$ cat src/rtl/gfx_pkg.sv
`default_nettype none
// ============================================================================
//  Module   : gfx_pkg
//  Purpose  : Shared graphics definitions for the pixel output path.
//             RGB444 colour type, colour width, default transparent
//             palette index and the 4-to-8 bit channel expansion.
//  Ports    : none (package)
//  Revision : 1.0  initial release
// ============================================================================
package gfx_pkg;

  localparam int COLR_BITS       = 12;
  localparam int TRANSP_IDX_DFLT = 0;

  typedef struct packed {
    logic [3:0] r;
    logic [3:0] g;
    logic [3:0] b;
  } rgb444_t;

  // Bit replication maps 4'h0 -> 8'h00 and 4'hF -> 8'hFF exactly.
  function automatic logic [7:0] expand4to8(input logic [3:0] v);
    return {v, v};
  endfunction

endpackage
`default_nettype wire

$ cat src/rtl/sprite_compositor_if.sv
`default_nettype none
// ============================================================================
//  Module   : sprite_compositor_if
//  Purpose  : Per-pixel bus from the sprite stages into the compositor.
//  Signals  : replay        synchronous clear of collision state/pipeline
//             frame         start-of-frame pulse
//             de            display enable for the current pixel
//             layer_pix     palette index per layer, layer k at [k*PIX_BITS+:PIX_BITS]
//             layer_colr    RGB444 per layer, layer k at [k*12+:12]
//             layer_drawing per-layer drawing flag
//             bg_colr       background RGB444
//  Modports : master (sprite stages drive), slave (compositor receives)
//  Revision : 1.0  initial release
// ============================================================================
interface sprite_compositor_if #(
  parameter int NLAYERS  = 4,
  parameter int PIX_BITS = 4
);
  import gfx_pkg::*;

  logic                          replay;
  logic                          frame;
  logic                          de;
  logic [NLAYERS*PIX_BITS-1:0]   layer_pix;
  logic [NLAYERS*COLR_BITS-1:0]  layer_colr;
  logic [NLAYERS-1:0]            layer_drawing;
  logic [COLR_BITS-1:0]          bg_colr;

  modport master (
    output replay, frame, de, layer_pix, layer_colr, layer_drawing, bg_colr
  );

  modport slave (
    input  replay, frame, de, layer_pix, layer_colr, layer_drawing, bg_colr
  );

endinterface
`default_nettype wire

$ cat src/rtl/sprite_compositor_coll_counter.sv
`default_nettype none
// ============================================================================
//  Module   : coll_counter
//  Purpose  : Saturating 8-bit overlap counter with per-frame snapshot and
//             collision threshold compare.
//  Ports    : clk, i_rst_n   clock, async active-low reset
//             replay         sync clear of count and verdict
//             frame          snapshot and restart
//             ovl            one overlap pixel this cycle
//             collide        previous frame verdict (count >= COLL_MIN)
//             coll_count     previous frame count, saturated at 255
//  Revision : 1.0  initial release
// ============================================================================
module coll_counter #(
  parameter int COLL_MIN = 4
) (
  input  wire logic       clk,
  input  wire logic       i_rst_n,
  input  wire logic       replay,
  input  wire logic       frame,
  input  wire logic       ovl,
  output logic            collide,
  output logic [7:0]      coll_count
);

  localparam logic [7:0] COLL_MIN_C = 8'(COLL_MIN);

  logic [7:0] cnt;
  logic [7:0] cnt_inc;

  // Count including this cycle's overlap, so an overlap landing on the
  // frame pulse still belongs to the frame being closed.
  always_comb begin
    cnt_inc = cnt;
    if (ovl && (cnt != 8'hFF)) begin
      cnt_inc = cnt + 8'd1;
    end
  end

  always_ff @(posedge clk or negedge i_rst_n) begin
    if (!i_rst_n) begin
      cnt        <= 8'd0;
      collide    <= 1'b0;
      coll_count <= 8'd0;
    end else if (replay) begin
      cnt        <= 8'd0;
      collide    <= 1'b0;
      coll_count <= 8'd0;
    end else if (frame) begin
      coll_count <= cnt_inc;
      collide    <= (cnt_inc >= COLL_MIN_C);
      cnt        <= 8'd0;
    end else begin
      cnt        <= cnt_inc;
    end
  end

endmodule
`default_nettype wire

$ cat src/rtl/sprite_compositor.sv
`default_nettype none
// ============================================================================
//  Module   : sprite_compositor
//  Purpose  : Picks the highest-priority opaque sprite layer over the
//             background and drives registered 8-bit RGB to the DAC, two
//             clocks after the inputs. Also reports per-frame player/monster
//             overlap for the game logic.
//  Ports    : clk, i_rst_n   pixel clock, async active-low reset
//             pix            sprite_compositor_if.slave pixel bus
//             o_r/o_g/o_b    8-bit DAC colour, zero while blanked
//             o_de           delayed display enable (blank_n)
//             collide        previous frame collision verdict
//             coll_count     previous frame overlap count (saturated)
//  Revision : 1.0  initial release
// ============================================================================
module sprite_compositor
  import gfx_pkg::*;
#(
  parameter int NLAYERS    = 4,
  parameter int PIX_BITS   = 4,
  parameter int TRANSP_IDX = TRANSP_IDX_DFLT,
  parameter int PLAYER_L   = 0,
  parameter int MONSTER_L  = 1,
  parameter int COLL_MIN   = 4
) (
  input  wire logic        clk,
  input  wire logic        i_rst_n,
  sprite_compositor_if.slave pix,
  output logic [7:0]       o_r,
  output logic [7:0]       o_g,
  output logic [7:0]       o_b,
  output logic             o_de,
  output logic             collide,
  output logic [7:0]       coll_count
);

  localparam logic [PIX_BITS-1:0] TRANSP_CODE = PIX_BITS'(TRANSP_IDX);

  logic [NLAYERS-1:0] opaque;
  rgb444_t            sel_next;
  logic               ovl_next;

  rgb444_t            sel_colr;
  logic               de_d1;
  logic               ovl_d1;

  for (genvar k = 0; k < NLAYERS; k++) begin : g_opaque
    assign opaque[k] = pix.layer_drawing[k] &&
                       (pix.layer_pix[k*PIX_BITS +: PIX_BITS] != TRANSP_CODE);
  end

  // Walk from lowest priority upward so the lowest-index opaque layer is
  // the last assignment and therefore wins.
  always_comb begin
    sel_next = rgb444_t'(pix.bg_colr);
    for (int k = NLAYERS - 1; k >= 0; k--) begin
      if (opaque[k]) begin
        sel_next = rgb444_t'(pix.layer_colr[k*COLR_BITS +: COLR_BITS]);
      end
    end
  end

  assign ovl_next = pix.de && opaque[PLAYER_L] && opaque[MONSTER_L];

  // Stage 1: selected colour and aligned enables.
  always_ff @(posedge clk or negedge i_rst_n) begin
    if (!i_rst_n) begin
      sel_colr <= '0;
      de_d1    <= 1'b0;
      ovl_d1   <= 1'b0;
    end else if (pix.replay) begin
      sel_colr <= '0;
      de_d1    <= 1'b0;
      ovl_d1   <= 1'b0;
    end else begin
      sel_colr <= sel_next;
      de_d1    <= pix.de;
      ovl_d1   <= ovl_next;
    end
  end

  // Stage 2: DAC drive, forced black during blanking.
  always_ff @(posedge clk or negedge i_rst_n) begin
    if (!i_rst_n) begin
      o_r  <= 8'd0;
      o_g  <= 8'd0;
      o_b  <= 8'd0;
      o_de <= 1'b0;
    end else if (pix.replay) begin
      o_r  <= 8'd0;
      o_g  <= 8'd0;
      o_b  <= 8'd0;
      o_de <= 1'b0;
    end else begin
      o_r  <= de_d1 ? expand4to8(sel_colr.r) : 8'd0;
      o_g  <= de_d1 ? expand4to8(sel_colr.g) : 8'd0;
      o_b  <= de_d1 ? expand4to8(sel_colr.b) : 8'd0;
      o_de <= de_d1;
    end
  end

  coll_counter #(
    .COLL_MIN (COLL_MIN)
  ) u_coll_counter (
    .clk        (clk),
    .i_rst_n    (i_rst_n),
    .replay     (pix.replay),
    .frame      (pix.frame),
    .ovl        (ovl_d1),
    .collide    (collide),
    .coll_count (coll_count)
  );

endmodule
`default_nettype wire

$ cat src/flat_wrapper.sv
// flat-port wrapper written by rule: the top's interface ports become plain ports
module sprite_compositor_flat import gfx_pkg::*;
#(
  parameter int NLAYERS    = 4,
  parameter int PIX_BITS   = 4,
  parameter int TRANSP_IDX = TRANSP_IDX_DFLT,
  parameter int PLAYER_L   = 0,
  parameter int MONSTER_L  = 1,
  parameter int COLL_MIN   = 4
)
  (clk, i_rst_n, o_r, o_g, o_b, o_de, collide, coll_count, pix_replay, pix_frame, pix_de, pix_layer_pix, pix_layer_colr, pix_layer_drawing, pix_bg_colr);
  sprite_compositor_if #(.NLAYERS(NLAYERS), .PIX_BITS(PIX_BITS)) pix_i ();
  input  wire logic clk;
  input  wire logic i_rst_n;
  output logic [7:0] o_r;
  output logic [7:0] o_g;
  output logic [7:0] o_b;
  output logic o_de;
  output logic collide;
  output logic [7:0] coll_count;
  input wire logic [$bits(pix_i.replay)-1:0] pix_replay;
  input wire logic [$bits(pix_i.frame)-1:0] pix_frame;
  input wire logic [$bits(pix_i.de)-1:0] pix_de;
  input wire logic [$bits(pix_i.layer_pix)-1:0] pix_layer_pix;
  input wire logic [$bits(pix_i.layer_colr)-1:0] pix_layer_colr;
  input wire logic [$bits(pix_i.layer_drawing)-1:0] pix_layer_drawing;
  input wire logic [$bits(pix_i.bg_colr)-1:0] pix_bg_colr;
  assign pix_i.replay = pix_replay;
  assign pix_i.frame = pix_frame;
  assign pix_i.de = pix_de;
  assign pix_i.layer_pix = pix_layer_pix;
  assign pix_i.layer_colr = pix_layer_colr;
  assign pix_i.layer_drawing = pix_layer_drawing;
  assign pix_i.bg_colr = pix_bg_colr;
  sprite_compositor #(.NLAYERS(NLAYERS), .PIX_BITS(PIX_BITS), .TRANSP_IDX(TRANSP_IDX), .PLAYER_L(PLAYER_L), .MONSTER_L(MONSTER_L), .COLL_MIN(COLL_MIN)) u_core (.clk(clk), .i_rst_n(i_rst_n), .pix(pix_i), .o_r(o_r), .o_g(o_g), .o_b(o_b), .o_de(o_de), .collide(collide), .coll_count(coll_count));
endmodule
$ cat config.mk
export PLATFORM = sky130hd
export DESIGN_NAME = sprite_compositor_flat
export DESIGN_NICKNAME = d
export VERILOG_FILES = /design/src/rtl/gfx_pkg.sv /design/src/rtl/sprite_compositor_if.sv /design/src/rtl/sprite_compositor_coll_counter.sv /design/src/rtl/sprite_compositor.sv /design/src/flat_wrapper.sv
export SDC_FILE = /design/constraint.sdc
export NUM_CORES = 1
export LEC_CHECK = 0
export CORE_MARGIN = 2
export CORE_UTILIZATION = 40
export CTS_BUF_LIST = sky130_fd_sc_hd__clkbuf_4 sky130_fd_sc_hd__clkbuf_8
export CTS_CLUSTER_SIZE = 25
export DETAILED_ROUTE_END_ITERATION = 16
export GPL_TIMING_DRIVEN = 0
export HOLD_SLACK_MARGIN = 0.02
export PLACE_DENSITY = 0.8
export SYNTH_ARGS = -nofsm -noshare
export SYNTH_HDL_FRONTEND = slang
export SYNTH_SLANG_ARGS = --single-unit
$ cat constraint.sdc
create_clock -name clk -period 1.7 [get_ports clk]
set_input_delay 0.51 -clock clk [delete_from_list [all_inputs] [get_ports clk]]
set_output_delay 0.51 -clock clk [all_outputs]
set_load 0.005 [all_outputs]
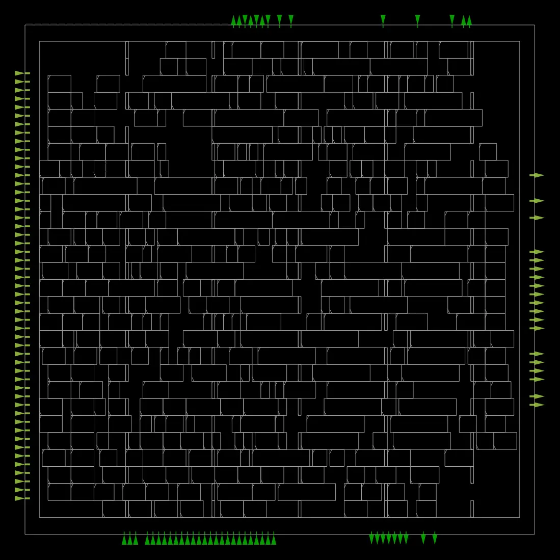
placement.png
Non-Filler Instances: 451
Core Util, Final: 68.16%

==> run_results.csv <==
group,metric,value,unit
power,peakVddDrop,0.0003516,V
final_timing,fin_skew,0.01036,ns
synth,ys_sh_aoi,24.11,%
final_timing,fmax,0.6008,GHz
final_timing,timing.setup.tns,0,ns
synth,synth.area.top_cells,"dfrtp_1 (46%), mux2i_1 (5.8%), a311oi_2 (5.0%)",
final_timing,holdWs,0.08681,ns
critical_path,cp.depth,1,
floorplanning,row_count,28,
critical_path,critPathTopFamily,"buffers and inverters",
power,p_int,1.860,mW
clock_network,cts_sinks,44,
power,total_leakage_power,1.994,nW
power,p_seq_share,45.3,%
final_timing,slew_headroom,61.57,%
global_routing,grt_antenna_before_repair,0,
final_timing,worst_pin_slew,0.5764,ns
route,drt-total-wl,6601,um
synth,numSynthFlops,44,
power,p_sw,0.5571,mW
critical_path,slowest_delay,0.50,ns
place,hpwl,5068,um
floorplanning,fp.dieH,81.50,um
synth,yosys_area,2402,um2
power,power_leader,"sequential cells",
place,port_buffers,118,
critical_path,cp-end-kind,"primary output",
global_routing,grt_pass1_vias,2177,
critical_path,r2r_slack,0.06,ns
clock_network,ctsRootBufferMaster,"clkbuf_8",
power,power_density,606.0,nW/um2
global_routing,grt_pass1_wl,10210,um
route,drcViolationCount,0,
place,preCtsSetupSlack,-0.5968,ns
final_layout,largest-register,"u_core.sel_colr",
clock_network,path_clk_slew,0.08,ns
clock_network,cts_buffer_depth,2,
final_timing,rsz0062_at_grt,"yes",
synth,fa_ha_area_share,0.5208,%
synth,synth_xor_xnor_area_share,1.458,%
job,warnings,29,
synth,top_area_share,45.83,%
place,place_congestion,0.8563,
floorplanning,core_util_floorplan,41.06,%
route,wl_per_cell,14.64,um
power,swShare,23.05,%
clock_network,cts_tree,"done",
clock_network,htreeDepth,2,
final_layout,nets,461,
critical_path,rr_startpoint,"u_core.u_coll_counter.cnt[5]",
clock_network,ctsResizeCount,58,
power,p_comb_share,22.0,%
route,dr.pass1.iters,4,
outcome,status,"complete, no violations",
synth,yosysSeqAreaShare,45.83,%
synth,yosys-stat-cells,233,
final_layout,reg_top3,"u_core.sel_colr: 12 flops, u_core.u_coll_counter.cnt: 8 flops, u_core.u_coll_counter.coll_count: 8 flops",
critical_path,required,1.19,ns
synth,synth_area,2402,um2
power,power.total,2.417,mW
final_timing,finalClockPeriodUsage,97.91,%
final_timing,setup_viol,0,
floorplanning,io_pins,119,
critical_path,path_buffers,1,
synth,simple_gate_area_share,14.90,%
place,placed_area,3696,um2
final_timing,fin_crit,1.665,ns
synth,synth-warning-count,0,
power,clkPwrFrac,32.7,%
critical_path,path_cells,"clkdlybuf4s50_1",
clock_network,cts_setup_buffers,12,
synth,synthMuxAreaShare,5.833,%
global_routing,grt_max_degree,34,
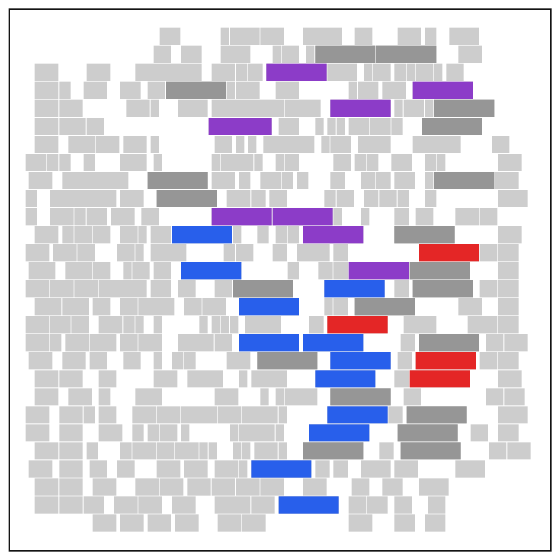
flops_by_reg.png
colour	name in the netlist	sequential cells
purple	u_core.u_coll_counter.cnt	8
blue	u_core.sel_colr	12
red	u_core.o_r	4
not coloured	20

[cells in the mapped netlist]
cell and number:
o311ai_0 1, a21o_1 11, nor2_1 26, o21bai_1 1, a311oi_1 3, o41ai_4 2, o21ai_1 7, ha_1 1
buf_6 1, nand3_1 3, xor2_1 4, or2_2 1, o31ai_1 1, o41a_1 2, o21a_1 1, o41ai_2 1
a311oi_2 8, dfrtp_1 44, buf_2 6, nor3_1 2, or3_1 1, o21ai_0 7, nor2b_1 3, and2_1 12
o2111ai_1 1, a211o_1 1, a21oi_1 6, and4_1 2, a31oi_1 1, nor3b_1 1, a211oi_1 5, a41o_1 1
a31o_2 1, nand2_1 21, inv_1 2, o31ai_4 1, mux2i_1 14, nand4_1 2, o211ai_1 2, and3_1 2
a2111oi_0 1, buf_4 14, clkbuf_1 6
[layout by cell type (no fill, tap or decap), types with 7 or more instances in the layout]
cell type         n
o21ai_0           7
dfrtp_1          43
a311oi_2          9
clkdlybuf4s50_1  77
buf_4            30
and2_1           12
a21o_1           11
mux2i_1          14
dlygate4sd2_1    18
dlymetal6s2s_1   11
nor2_1           26
nand2_1          21
[worst register-to-register path, cell delays in order (launching register included)]
cell and delay [ns]:
dfrtp_1 0.34, buf_2 0.17, nand4_1 0.27, o31ai_4 0.33, xor2_2 0.14, a211oi_1 0.28
[layer usage]
layer  routed length (um)  GRT usage (%)
met5                    0              0
met4                  142          7.119
met3                  395          3.846
met2                 3446          36.64
met1                 2617          24.52
[area by class of cell]
class,instances,area [um2]
sequential,44,1102
buffer,26,196.4
timing repair buffer,136,1319
clock buffer,6,76.32
clock inverter,2,35.03
tap,75,93.84
inverter,2,7.507
fill,490,1863
multi-input combinational,160,1157
Power figures rest on the tool's default switching activity, not on a simulated workload.
